port_trees.png
The bar under the picture is 50 um long.
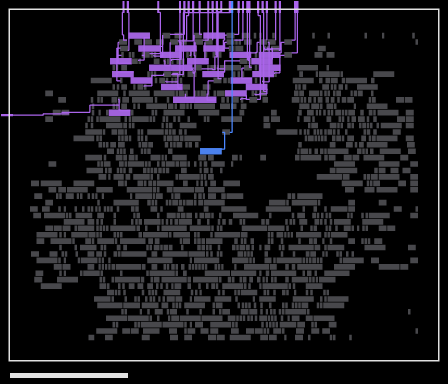
floorplan.png
The bar under the picture is 50 um long. Pins as bars on the die edge.
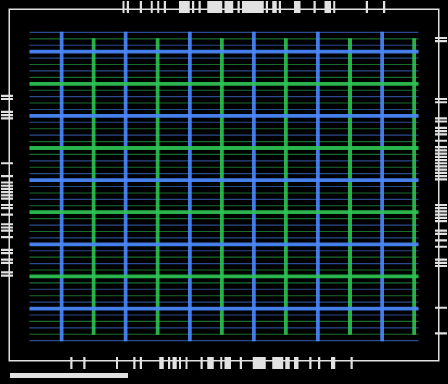
util_map.png
The bar under the picture is 50 um long. 18 x 15 tiles, from black (low) to pale yellow (high), 0 to 100% covered.
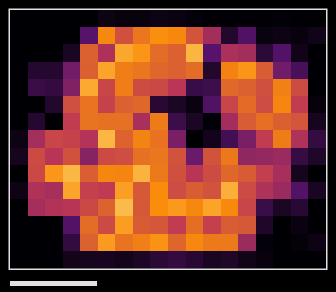
congestion_map.png
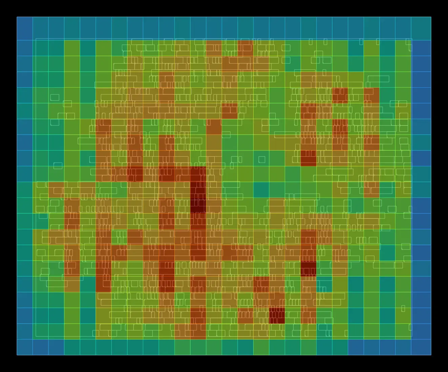
--- config.mk ---
export PLATFORM = sky130hd
export DESIGN_NAME = fml_lfsr_check_flat
export DESIGN_NICKNAME = d
export VERILOG_FILES = /design/src/rtl/fml_lfsr_check_if.sv /design/src/rtl/fml_lfsr_check.sv /design/src/flat_wrapper.sv
export SDC_FILE = /design/constraint.sdc
export NUM_CORES = 1
export LEC_CHECK = 0
export ABC_AREA = 1
export CAP_MARGIN = 20
export CORE_ASPECT_RATIO = 0.8
export CORE_MARGIN = 8
export CORE_UTILIZATION = 38
export CTS_BUF_LIST = sky130_fd_sc_hd__clkbuf_4
export DETAILED_ROUTE_END_ITERATION = 6
export HOLD_SLACK_MARGIN = 0.02
export PLACE_DENSITY = 0.73
export SLEW_MARGIN = 20
export SYNTH_ARGS = -nofsm -noshare
export SYNTH_HDL_FRONTEND = slang
export SYNTH_SLANG_ARGS = --single-unit
--- constraint.sdc ---
create_clock -name clk -period 3.15 [get_ports clk]
set_clock_uncertainty 0.05 [all_clocks]
set_input_delay 0.7875 -clock clk [delete_from_list [all_inputs] [get_ports clk]]
set_output_delay 0.7875 -clock clk [all_outputs]
set_load 0.005 [all_outputs]
--- src/rtl/fml_lfsr_check_if.sv ---
// FML port bundle between the LFSR pattern checker (master) and ddr_ctrl (slave).
interface fml_lfsr_check_if #(
  parameter int adr_width = 25,
  parameter int dat_width = 32,
  parameter int msk_width = 4
);
  logic                 fml_wr;
  logic                 fml_rd;
  logic                 fml_done;
  logic [adr_width-1:0] fml_adr;
  logic [dat_width-1:0] fml_wdata;
  logic [msk_width-1:0] fml_msk;
  logic [dat_width-1:0] fml_rdata;

  modport master (
    output fml_wr, fml_rd, fml_adr, fml_wdata, fml_msk,
    input  fml_done, fml_rdata
  );

  modport slave (
    input  fml_wr, fml_rd, fml_adr, fml_wdata, fml_msk,
    output fml_done, fml_rdata
  );
endinterface

--- src/rtl/fml_lfsr_check.sv ---
// FML master that writes a Galois LFSR pattern over a word range, reads it back and
// reports pass/fail, a saturating mismatch count and the first failing address.
module fml_lfsr_check #(
  parameter int                   adr_width = 25,
  parameter int                   dat_width = 32,
  parameter int                   msk_width = 4,
  parameter int                   words     = 1024,
  parameter int                   adr_step  = 4,
  parameter logic [dat_width-1:0] seed      = 'h1,
  parameter int                   err_width = 16
) (
  input  logic                 clk,
  input  logic                 reset,
  input  logic                 start,
  input  logic                 loop,
  output logic                 busy,
  output logic                 done,
  output logic                 pass,
  output logic [err_width-1:0] err_cnt,
  output logic [adr_width-1:0] first_err_adr,
  output logic [7:0]           led,
  fml_lfsr_check_if.master     fml
);

  localparam int                   idx_width = $clog2(words + 1);
  localparam logic [idx_width-1:0] last_idx  = idx_width'(words);
  localparam logic [dat_width-1:0] taps      = 'h0040_0007;

  typedef enum logic [2:0] {IDLE, WR, WGAP, RD, RGAP, DONE} state_t;

  state_t               state, state_n;
  logic [idx_width-1:0] idx, idx_n;
  logic [dat_width-1:0] lfsr, lfsr_n;
  logic [dat_width-1:0] pass_seed, pass_seed_n;
  logic [4:0]           pass_cnt;
  logic                 clr_stats;
  logic                 chk;
  logic                 pass_inc;

  // x^32 + x^22 + x^2 + x + 1, Galois form
  function automatic logic [dat_width-1:0] lfsr_next(input logic [dat_width-1:0] l);
    return {l[dat_width-2:0], 1'b0} ^ (l[dat_width-1] ? taps : '0);
  endfunction

  function automatic logic [err_width-1:0] sat_inc(input logic [err_width-1:0] c);
    return (&c) ? c : c + err_width'(1);
  endfunction

  function automatic logic [adr_width-1:0] adr_of(input logic [idx_width-1:0] i);
    return adr_width'(i) * adr_width'(adr_step);
  endfunction

  always_comb begin
    state_n     = state;
    idx_n       = idx;
    lfsr_n      = lfsr;
    pass_seed_n = pass_seed;
    clr_stats   = 1'b0;
    chk         = 1'b0;
    pass_inc    = 1'b0;
    case (state)
      IDLE: begin
        if (start) begin
          state_n     = WR;
          idx_n       = '0;
          lfsr_n      = seed;
          pass_seed_n = seed;
          clr_stats   = 1'b1;
        end
      end
      WR: begin
        if (fml.fml_done) begin
          idx_n   = idx + idx_width'(1);
          lfsr_n  = lfsr_next(lfsr);
          state_n = WGAP;
        end
      end
      WGAP: begin
        if (idx == last_idx) begin
          idx_n   = '0;
          lfsr_n  = pass_seed;
          state_n = RD;
        end else begin
          state_n = WR;
        end
      end
      RD: begin
        if (fml.fml_done) begin
          chk     = 1'b1;
          idx_n   = idx + idx_width'(1);
          lfsr_n  = lfsr_next(lfsr);
          state_n = RGAP;
        end
      end
      RGAP: begin
        if (idx == last_idx) begin
          pass_inc = 1'b1;
          if (loop) begin
            // next pass continues the sequence where this one stopped
            pass_seed_n = lfsr;
            idx_n       = '0;
            state_n     = WR;
          end else begin
            state_n = DONE;
          end
        end else begin
          state_n = RD;
        end
      end
      DONE:    state_n = IDLE;
      default: state_n = IDLE;
    endcase
  end

  always_ff @(posedge clk) begin
    idx       <= idx_n;
    lfsr      <= lfsr_n;
    pass_seed <= pass_seed_n;
  end

  // request, address and data are registered from the next state so they stay
  // stable for the whole access and drop straight away on reset
  always_ff @(posedge clk or negedge reset) begin
    if (!reset) begin
      state         <= IDLE;
      fml.fml_wr    <= 1'b0;
      fml.fml_rd    <= 1'b0;
      fml.fml_adr   <= '0;
      fml.fml_wdata <= '0;
      busy          <= 1'b0;
      done          <= 1'b0;
      pass          <= 1'b0;
      err_cnt       <= '0;
      first_err_adr <= '0;
      pass_cnt      <= '0;
    end else begin
      state      <= state_n;
      fml.fml_wr <= (state_n == WR);
      fml.fml_rd <= (state_n == RD);
      busy       <= (state_n inside {WR, WGAP, RD, RGAP});
      if (state_n == WR || state_n == RD)
        fml.fml_adr <= adr_of(idx_n);
      if (state_n == WR)
        fml.fml_wdata <= lfsr_n;
      if (clr_stats) begin
        err_cnt       <= '0;
        done          <= 1'b0;
        pass          <= 1'b0;
        first_err_adr <= '0;
      end
      if (chk && (fml.fml_rdata != lfsr)) begin
        err_cnt <= sat_inc(err_cnt);
        if (err_cnt == '0)
          first_err_adr <= fml.fml_adr;
      end
      if (pass_inc)
        pass_cnt <= pass_cnt + 5'd1;
      if (state_n == DONE) begin
        done <= 1'b1;
        pass <= (err_cnt == '0);
      end
    end
  end

  assign fml.fml_msk = {msk_width{1'b0}};
  assign led         = {pass & done, busy, |err_cnt, pass_cnt};

endmodule
--- src/flat_wrapper.sv ---
// flat-port wrapper written by rule: the top's interface ports become plain ports
module fml_lfsr_check_flat 
#(
  parameter int                   adr_width = 25,
  parameter int                   dat_width = 32,
  parameter int                   msk_width = 4,
  parameter int                   words     = 1024,
  parameter int                   adr_step  = 4,
  parameter logic [dat_width-1:0] seed      = 'h1,
  parameter int                   err_width = 16
)
  (clk, reset, start, loop, busy, done, pass, err_cnt, first_err_adr, led, fml_fml_wr, fml_fml_rd, fml_fml_adr, fml_fml_wdata, fml_fml_msk, fml_fml_done, fml_fml_rdata);
  fml_lfsr_check_if #(.adr_width(adr_width), .dat_width(dat_width), .msk_width(msk_width)) fml_i ();
  input  logic clk;
  input  logic reset;
  input  logic start;
  input  logic loop;
  output logic busy;
  output logic done;
  output logic pass;
  output logic [err_width-1:0] err_cnt;
  output logic [adr_width-1:0] first_err_adr;
  output logic [7:0] led;
  output wire logic [$bits(fml_i.fml_wr)-1:0] fml_fml_wr;
  output wire logic [$bits(fml_i.fml_rd)-1:0] fml_fml_rd;
  output wire logic [$bits(fml_i.fml_adr)-1:0] fml_fml_adr;
  output wire logic [$bits(fml_i.fml_wdata)-1:0] fml_fml_wdata;
  output wire logic [$bits(fml_i.fml_msk)-1:0] fml_fml_msk;
  input wire logic [$bits(fml_i.fml_done)-1:0] fml_fml_done;
  input wire logic [$bits(fml_i.fml_rdata)-1:0] fml_fml_rdata;
  assign fml_fml_wr = fml_i.fml_wr;
  assign fml_fml_rd = fml_i.fml_rd;
  assign fml_fml_adr = fml_i.fml_adr;
  assign fml_fml_wdata = fml_i.fml_wdata;
  assign fml_fml_msk = fml_i.fml_msk;
  assign fml_i.fml_done = fml_fml_done;
  assign fml_i.fml_rdata = fml_fml_rdata;
  fml_lfsr_check #(.adr_width(adr_width), .dat_width(dat_width), .msk_width(msk_width), .words(words), .adr_step(adr_step), .seed(seed), .err_width(err_width)) u_core (.clk(clk), .reset(reset), .start(start), .loop(loop), .busy(busy), .done(done), .pass(pass), .err_cnt(err_cnt), .first_err_adr(first_err_adr), .led(led), .fml(fml_i));
endmodule
==> impl_metrics.ini <==
; yosys + openroad results
[outcome]
status = finished, final reports clean

[routing]
antenna_left = 0

[critical_path]
r2r_setup_slack_ns = 0.60
start_kind = flop
endpoint = led[5]

[synth]
async_reset_ff_share_pct = 56.4
fa_ha_area_share_pct = 0.754
ys_seq_share_pct = 51.2
mux_area_share_pct = 0.136
yosys_warnings = 0
synthCells = 1035
ys_cells = 1035
aoi_share_pct = 5.83
post_synth.cell_area_avg_um2 = 8.02

[cts]
cts.sinks = 172
cts_root_buf = clkbuf_4
clock_latency_ns = 0.57
clkSlewWorstSetupHoldPaths_ns = 0.15
post-cts-setup-buffers = 0
cts_buffer_depth = 2

[placement]
hpwl_um = 15600

[pwr]
pwr-share-comb_pct = 32.4
intPower_mw = 3.56
pwr_density_cell_nw_per_um2 = 572

[floorplanning]
chipArea_um2 = 26900

[timing]
rsz0062_at_grt = false
final.setup.tns_ns = 0
finalCritPeriodShare_pct = 86.2

[global_routing]
antenna_found_initial = 1

[worst_hold_path]
hold_path.class = in2async
-- port_trees.png (at the start) --
| port | colour | bits | direction | end cells | buffers | wire |
|---|---|---|---|---|---|---|
| first_err_adr | purple | 25 | output | 25 | 25 | 891 um |
| fml_fml_rd | blue | 1 | output | 1 | 1 | 61.9 um |
port buffer count: 133
Top Ports: 152

-- floorplan.png (at the start) --
| net | colour |
|---|---|
| VDD | green |
| VSS | blue |
rows: 48
met4 straps: 12
met1 rails: 49
signal pins: 152
met5 straps: 9
Die Ht: 148 um
Peak VDD IR: 0.355 mV

-- util_map.png (at the start) --
emptiest ninth of the die: top left
fullest tile: 85%
nearly empty tiles: 20%
mean over tiles: 37%
tiles over 75% full: 7.8%
densest ninth of the die: bottom middle
Finished Core Util: 47.3%
core utilization before placement: 38.6%

-- congestion_map.png (at the start) --
WL/cell: 14.8 um
met1 track demand over resource: 22.2%

==> registers in the layout (all words and copies together), names as in the netlist <==
register,count
u_core.busy,1
u_core.pass_seed,32
u_core.fml.fml_wr,1
u_core.fml.fml_rd,1
u_core.first_err_adr,25
u_core.fml.fml_adr,11
u_core.lfsr,32
u_core.pass,1
u_core.err_cnt,16
u_core.idx,11
u_core.pass_cnt,5
u_core.fml.fml_wdata,32
u_core.done,1
u_core.state,3
==> area by class of cell <==
cell class | count | area, um^2
Sequential cell | 172 | 4250
Multi-Input combinational cell | 718 | 3380
Timing Repair Buffer | 152 | 1510
Antenna cell | 1 | 2.50
Clock inverter | 14 | 145
Clock buffer | 18 | 135
Inverter | 104 | 395
Fill cell | 2106 | 11300
Tap cell | 275 | 344
==> per-layer routing <==
| metal | track usage (%) | routed length, um | vias up |
|---|---|---|---|
| li1 | - | - | 3487 |
| met2 | 26.0 | 9900 | 179 |
| met1 | 22.2 | 10200 | 3330 |
| met4 | 3.89 | 184 | 0 |
| met3 | 4.29 | 1290 | 12 |
| met5 | 0 | 0 | - |
==> critical path: stages, from the launching register on <==
cell and delay [ns]:
dfrtp_1 0.45, inv_1 0.12, ha_1 0.15, nand2_1 0.05, nor3_1 0.14, nand4_1 0.19
dlymetal6s2s_1 0.23
==> cells in the mapped netlist (4+ instances only) <==
cell / instances
xnor2_1: 31
o21bai_1: 13
o22ai_1: 5
xor2_1: 10
inv_2: 5
nand2_1: 382
ha_1: 5
buf_2: 14
nand4_1: 16
clkbuf_1: 14
dfxtp_1: 43
a21oi_1: 9
edfxtp_1: 32
o211ai_1: 4
dfrtp_1: 97
buf_4: 24
inv_1: 96
o21ai_0: 34
o31ai_1: 5
nand3_1: 66
nor2_1: 89
==> metrics by stage <==
step	std cells	utilization, %	cell area [um^2]
6_report	1454	47.3	10200
2_1_floorplan	1052	-	8370
3_5_place_dp	1421	46.0	9880
4_1_cts	1453	47.3	10200
3_3_place_gp	1421	46.0	9880
5_1_grt	1454	47.3	10200
==> cells in the final DEF (no fill, tap or decap), types with 4 or more instances in the layout <==
| master | n |
|---|---|
| nand4_1 | 16 |
| o21bai_1 | 13 |
| nor2_1 | 89 |
| clkdlybuf4s50_1 | 131 |
| dfxtp_1 | 43 |
| nand3_1 | 66 |
| nand2_1 | 382 |
| xor2_1 | 10 |
| ha_1 | 5 |
| clkinv_4 | 5 |
| buf_4 | 17 |
| o21ai_0 | 34 |
| xnor2_1 | 31 |
| o31ai_1 | 5 |
| o22ai_1 | 5 |
| inv_1 | 96 |
| clkinv_1 | 5 |
| dfrtp_1 | 97 |
| conb_1 | 18 |
| clkbuf_4 | 18 |
| a21oi_1 | 8 |
| inv_2 | 5 |
| o211ai_1 | 4 |
| edfxtp_1 | 32 |
==> power by group through the flow <==
stage | combinational (mW) | clock (mW) | sequential, mW
after detailed placement | 1.90 | 0 | 2.69
after CTS | 1.90 | 1.34 | 2.64
after floorplan | 1.24 | 0 | 2.66
after global routing | 2.10 | 1.42 | 2.68
final | 1.88 | 1.29 | 2.64
after global placement | 1.87 | 0 | 2.68
Power and IR drop assume default switching activity.
